==> config.mk <==
export PLATFORM = sky130hd
export DESIGN_NAME = id_ex_forward_reg
export DESIGN_NICKNAME = d
export VERILOG_FILES = /design/src/rtl/cpu_pkg.sv /design/src/rtl/fwd_select.sv /design/src/rtl/id_ex_forward_reg.sv
export SDC_FILE = /design/constraint.sdc
export NUM_CORES = 1
export LEC_CHECK = 0
export CAP_MARGIN = 10
export CORE_ASPECT_RATIO = 0.75
export CORE_MARGIN = 2
export CORE_UTILIZATION = 36
export CTS_CLUSTER_DIAMETER = 120
export CTS_CLUSTER_SIZE = 30
export DETAILED_ROUTE_END_ITERATION = 8
export PLACE_DENSITY = 0.93
export SLEW_MARGIN = 20
export SYNTH_ARGS = -nofsm -noshare
export SYNTH_HDL_FRONTEND = slang
export SYNTH_SLANG_ARGS = --single-unit
==> constraint.sdc <==
create_clock -name clk_i -period 1.85 [get_ports clk_i]
set_input_delay 0.37 -clock clk_i [delete_from_list [all_inputs] [get_ports clk_i]]
set_output_delay 0.37 -clock clk_i [all_outputs]
set_load 0.01 [all_outputs]
==> src/rtl/cpu_pkg.sv <==
// Shared core definitions: forwarding-select encodings, control-bit
// positions and ALU operation codes used by the ID/EX stage.
package cpu_pkg;

  localparam logic [1:0] FWD_RF = 2'b00;
  localparam logic [1:0] FWD_WB = 2'b01;
  localparam logic [1:0] FWD_EX = 2'b10;

  localparam int CTRL_W        = 8;
  localparam int CTRL_REGWRITE = 7;
  localparam int CTRL_MEMTOREG = 6;
  localparam int CTRL_MEMREAD  = 5;
  localparam int CTRL_MEMWRITE = 4;
  localparam int CTRL_ALUSRC   = 3;
  localparam int CTRL_REGDST   = 2;
  localparam int CTRL_ALUOP_HI = 1;
  localparam int CTRL_ALUOP_LO = 0;

  typedef enum logic [1:0] {
    ALUOP_ADD   = 2'b00,
    ALUOP_SUB   = 2'b01,
    ALUOP_FUNCT = 2'b10,
    ALUOP_RSV   = 2'b11
  } alu_op_e;

  function automatic alu_op_e ctrl_aluop(
    input logic [CTRL_W-1:0] c
  );
    return alu_op_e'(c[CTRL_ALUOP_HI:CTRL_ALUOP_LO]);
  endfunction

endpackage

==> src/rtl/fwd_select.sv <==
// One ALU operand's forwarding select: newest writer wins, $0 never
// forwards. Compare logic exists only when ID_EX_FWD_EN is defined.
module fwd_select
  import cpu_pkg::*;
#(
  parameter int AW = 5
) (
  input  logic [AW-1:0] src,
  input  logic          ex_regwrite,
  input  logic [AW-1:0] ex_addr,
  input  logic          mem_regwrite,
  input  logic [AW-1:0] mem_addr,
  output logic [1:0]    sel
);

`ifdef ID_EX_FWD_EN
  logic ex_hit;
  logic mem_hit;

  assign ex_hit  = ex_regwrite
                && (ex_addr != '0)
                && (ex_addr == src);
  assign mem_hit = mem_regwrite
                && (mem_addr != '0)
                && (mem_addr == src);

  // both hits may be set; the EX-side one is the newer value
  always_comb begin
    sel = FWD_RF;
    priority case (1'b1)
      ex_hit:  sel = FWD_EX;
      mem_hit: sel = FWD_WB;
      default: sel = FWD_RF;
    endcase
  end
`else
  logic unused_fwd;

  assign unused_fwd = ^{src, ex_regwrite, ex_addr,
                        mem_regwrite, mem_addr};
  assign sel = FWD_RF;
`endif

endmodule

==> src/rtl/id_ex_forward_reg.sv <==
// ID/EX pipeline register with registered operand-forwarding selects.
// Define ID_EX_FWD_EN to build the forwarding compare logic.
module id_ex_forward_reg
  import cpu_pkg::*;
#(
  parameter int DW = 32,
  parameter int AW = 5
) (
  input  logic              clk_i,
  input  logic              rst_i,
  input  logic              flush_i,
  input  logic              id_valid_i,
  input  logic [DW-1:0]     id_rs_data_i,
  input  logic [DW-1:0]     id_rt_data_i,
  input  logic [DW-1:0]     id_imm_i,
  input  logic [AW-1:0]     id_rs_i,
  input  logic [AW-1:0]     id_rt_i,
  input  logic [AW-1:0]     id_rd_i,
  input  logic [CTRL_W-1:0] id_ctrl_i,
  input  logic              mem_regwrite_i,
  input  logic [AW-1:0]     mem_wr_addr_i,
  output logic              ex_valid_o,
  output logic [DW-1:0]     ex_rs_data_o,
  output logic [DW-1:0]     ex_rt_data_o,
  output logic [DW-1:0]     ex_imm_o,
  output logic [AW-1:0]     ex_rs_o,
  output logic [AW-1:0]     ex_rt_o,
  output logic [AW-1:0]     ex_rd_o,
  output logic [CTRL_W-1:0] ex_ctrl_o,
  output logic [AW-1:0]     ex_wr_addr_o,
  output logic [1:0]        fwd_a_o,
  output logic [1:0]        fwd_b_o
);

  logic          ex_regwrite;
  logic          bubble;
  logic [AW-1:0] wr_addr_d;
  logic [1:0]    fwd_a_d;
  logic [1:0]    fwd_b_d;

  assign ex_regwrite = ex_ctrl_o[CTRL_REGWRITE];
  assign bubble      = rst_i | flush_i | ~id_valid_i;
  assign wr_addr_d   = id_ctrl_i[CTRL_REGDST]
                     ? id_rd_i : id_rt_i;

  // current ID/EX is next cycle's EX/MEM; current EX/MEM is next MEM/WB
  fwd_select #(.AW(AW)) u_fwd_a (
    .src          (id_rs_i),
    .ex_regwrite  (ex_regwrite),
    .ex_addr      (ex_wr_addr_o),
    .mem_regwrite (mem_regwrite_i),
    .mem_addr     (mem_wr_addr_i),
    .sel          (fwd_a_d)
  );

  fwd_select #(.AW(AW)) u_fwd_b (
    .src          (id_rt_i),
    .ex_regwrite  (ex_regwrite),
    .ex_addr      (ex_wr_addr_o),
    .mem_regwrite (mem_regwrite_i),
    .mem_addr     (mem_wr_addr_i),
    .sel          (fwd_b_d)
  );

  always_ff @(posedge clk_i) begin
    if (bubble) begin
      ex_valid_o   <= 1'b0;
      ex_rs_data_o <= '0;
      ex_rt_data_o <= '0;
      ex_imm_o     <= '0;
      ex_rs_o      <= '0;
      ex_rt_o      <= '0;
      ex_rd_o      <= '0;
      ex_ctrl_o    <= '0;
      ex_wr_addr_o <= '0;
      fwd_a_o      <= FWD_RF;
      fwd_b_o      <= FWD_RF;
    end else begin
      ex_valid_o   <= 1'b1;
      ex_rs_data_o <= id_rs_data_i;
      ex_rt_data_o <= id_rt_data_i;
      ex_imm_o     <= id_imm_i;
      ex_rs_o      <= id_rs_i;
      ex_rt_o      <= id_rt_i;
      ex_rd_o      <= id_rd_i;
      ex_ctrl_o    <= id_ctrl_i;
      ex_wr_addr_o <= wr_addr_d;
      fwd_a_o      <= fwd_a_d;
      fwd_b_o      <= fwd_b_d;
    end
  end

endmodule

==> Changelog: implementation, run 1 <==
## Flow update

* Status: complete, no violations
* Core Area at 9580 um2
* Cell Type Count at 12
* Non-clk bufs at roughly 250
* Slowest-stage cell, CP: clkdlybuf4s50_1
* Adder-cell share of the synthesized area at 0%
* Resize count post-CTS at 0
* Crit path from: ex_rt_o[4]
* Fraction of layout cells with a size suffix above 1 at 6.64%
* Setup WS pre-CTS at ~0.047 ns
* Biggest consumer: clock
* Seq pwr share at 42.4%
* Fmax at 601 MHz
* Largest net degree at the start of global routing at around 63
* CTS Hold Bufs at 0
* Worst path bufs/invs at 1
* Hold slack final at about 0.53 ns
* Worst path depth at 1
* Hold Violations, Final at 0
* Worst hold endpoint: ex_rs_data_o[7]
* Flop count at 125
* Clock power share at 49.5%
* Post-synthesis chip area from yosys at around 3500 um2
* Dominant logic cell types in the final layout: clkdlybuf4s50_1, dfxtp_1, and2_1, clkbuf_16
* Netlist Area Pre-Place at about 3500 um2
* CTS tree: yes
* Post-route cell area at 6620 um2
* Dominant class by area: non-clock buffers
* Synth area leader: dfxtp_1
* Worst Setup End Kind: output pin
* Minimum clock period after layout at between 1.5 and 2 ns
* Gate Count Post-Synth at approximately 280
* Total iterations of the first detailed-routing run at 4
* Buffering overhead at a little under two fifths
* Top-count cell post-synth: dfxtp_1
* Switching share of total power at between 20% and 30%
* Cell family with most CP delay: buffers and inverters
* Int Pwr at approximately 5.2 mW
* Arr. time, crit path at about 1.3 ns
* Sequential group power at approximately 2.8 mW
* Met1 Routed Length at 3390 um
* Crit path kind: flop to output pin
* Max layer used: met4
* Clock buf count at 19
* Comb area share at between 10% and 20%
* Die y size at between 80 and 90 um
* P&R area growth vs syn at 88.4%
* Setup Buffers After CTS at 0
* Clock-net power at ~3.3 mW
* PwrDens at around 1000 nW/um2
**Run 1: routing congestion map**

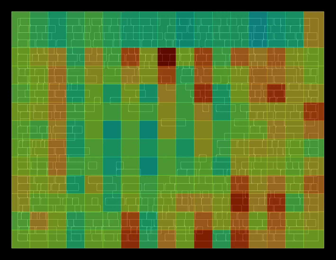
busiest layer in global routing: met2
met2 Use GR: 32.8%
M3 GR Usage: 10.4%
fin util: 69.1%

**Run 1: gate families picked out**

(4 px per um)
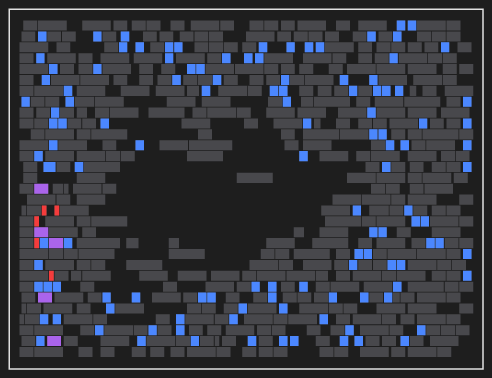
- NOR gates: red (cells 5; where middle left)
- AND and OR gates: blue (cells 120; where all over the die)
- multiplexers: purple (cells 5)

**Run 1: zoomed window**

Region (39, 43) to (79, 83) um. Cells in grey, sequential cells in the stronger grey; small squares are vias.
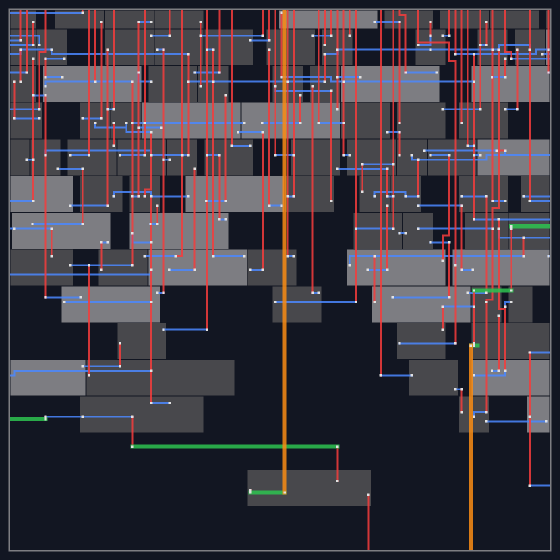
- met2: red
- met1: blue
- met4: orange
- met3: green
- most frequent: clkdlybuf4s50_1 (32), and2_1 (21), dfxtp_1 (18)
- netlist names of flops here include: ex_rs_data_o (9), ex_imm_o (6), ex_rt_data_o (3)
- cells with their middle in the window: 79
- sequential cells in the window: 18

**Run 1: M2 wires**

(2 px per um) Cells faint in the background.
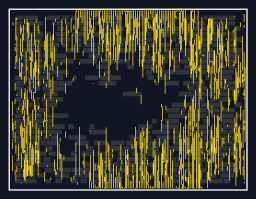
- wire length on this layer: 5160 um
- nets with wire on the layer: 571
- main direction: vertical
via count: 2722
final wirelength: 9830 um

==> run 2, diff against run 1 <==
--- a/config.mk
+++ b/config.mk
@@ -9,6 +9,7 @@
 export CORE_ASPECT_RATIO = 0.75
 export CORE_MARGIN = 2
 export CORE_UTILIZATION = 36
+export CTS_BUF_LIST = sky130_fd_sc_hd__clkbuf_16
 export CTS_CLUSTER_DIAMETER = 120
 export CTS_CLUSTER_SIZE = 30
 export DETAILED_ROUTE_END_ITERATION = 8
@@ -17,3 +18,4 @@
 export SYNTH_ARGS = -nofsm -noshare
 export SYNTH_HDL_FRONTEND = slang
 export SYNTH_SLANG_ARGS = --single-unit
+export TNS_END_PERCENT = 100
==> run 2 against run 1 <==
Clock-buffer cell count decreased by 2. Highest routed layer unchanged. Final cell count unchanged. Critical path type unchanged. Combinational power about the same.
==> Changelog: implementation, run 2 <==
## Flow update

* Cell Type Count at 12
* Total iterations of the first detailed-routing run at 3
* PwrDens at 980 nW/um2
* Fraction of layout cells with a size suffix above 1 at 6.27%
* Dominant logic cell types in the final layout: clkdlybuf4s50_1, dfxtp_1, and2_1, clkbuf_16
* Status: complete, no violations
* Setup Buffers After CTS at 0
* Dominant class by area: non-clock buffers
* Netlist Area Pre-Place at ~3500 um2
* Final wirelength at slightly below 10000 um
* Core Area at roughly 9600 um2
* Crit path kind: flop to output pin
* Post-route cell area at roughly 6600 um2
* CTS Hold Bufs at 0
* Arr. time, crit path at 1.29 ns
* Via count at about 2700
* Adder-cell share of the synthesized area at 0%
* Comb area share at roughly 13%
* Busiest layer in global routing: met2
* Crit path from: ex_rt_o[4]
* Met2 Use GR at about a third
* Sequential group power at around 2.8 mW
* Seq pwr share at a little over two fifths
* Switching share of total power at roughly a fifth
* Worst path depth at 1
* Largest net degree at the start of global routing at approximately 63
* Fmax at between 600 and 700 MHz
* Die y size at roughly 90 um
* Hold slack final at approximately 0.53 ns
* Setup WS pre-CTS at approximately 0.047 ns
* Buffering overhead at between 30% and 40%
* Worst path bufs/invs at 1
* Flop count at approximately 130
* CTS tree: yes
* Clock power share at about 49%
* Worst hold endpoint: ex_rs_data_o[7]
* Area leader share at between 70% and 80%
* Placed inst area at approximately 6000 um2
* Top-count cell post-synth: dfxtp_1
* Non-clk bufs at about 250
* Resize count post-CTS at 0
* Cell family with most CP delay: buffers and inverters
* Post-synthesis chip area from yosys at 3510 um2
* M3 GR Usage at 10.0%
**Run 2: routing congestion map**

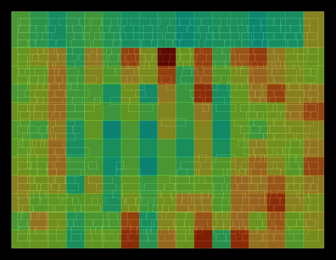
fin util: 68.9%
GR Util All Layers: 17.5%
met1 Usage GRT: 16.1%

**Run 2: zoomed window**

Region (39, 43) to (79, 83) um. Cells in grey, sequential cells in the stronger grey; small squares are vias.
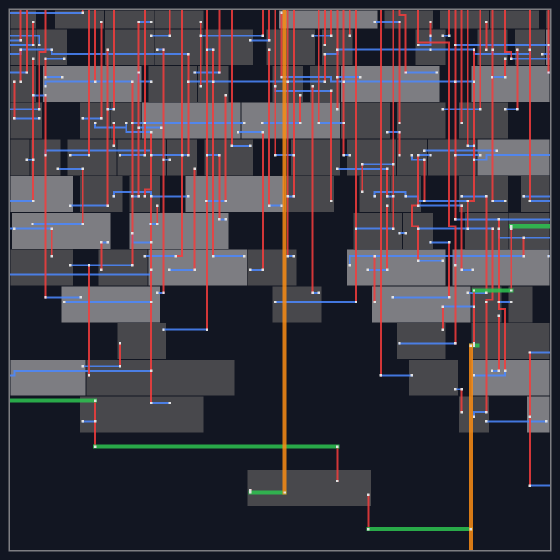
- met2: red
- met4: orange
- met1: blue
- met3: green
- cells with their middle in the window: 79
- netlist names of flops here include: ex_rs_data_o (9), ex_imm_o (6), ex_rt_data_o (3)
- most frequent: clkdlybuf4s50_1 (32), and2_1 (21), dfxtp_1 (18)
- sequential cells in the window: 18

**Run 2: M2 wires**

(2 px per um) Cells faint in the background.
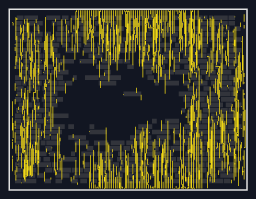
- nets with wire on the layer: 569
- wire length on this layer: 5130 um
- share of all routed wire: 53%

Power and IR drop assume default switching activity.
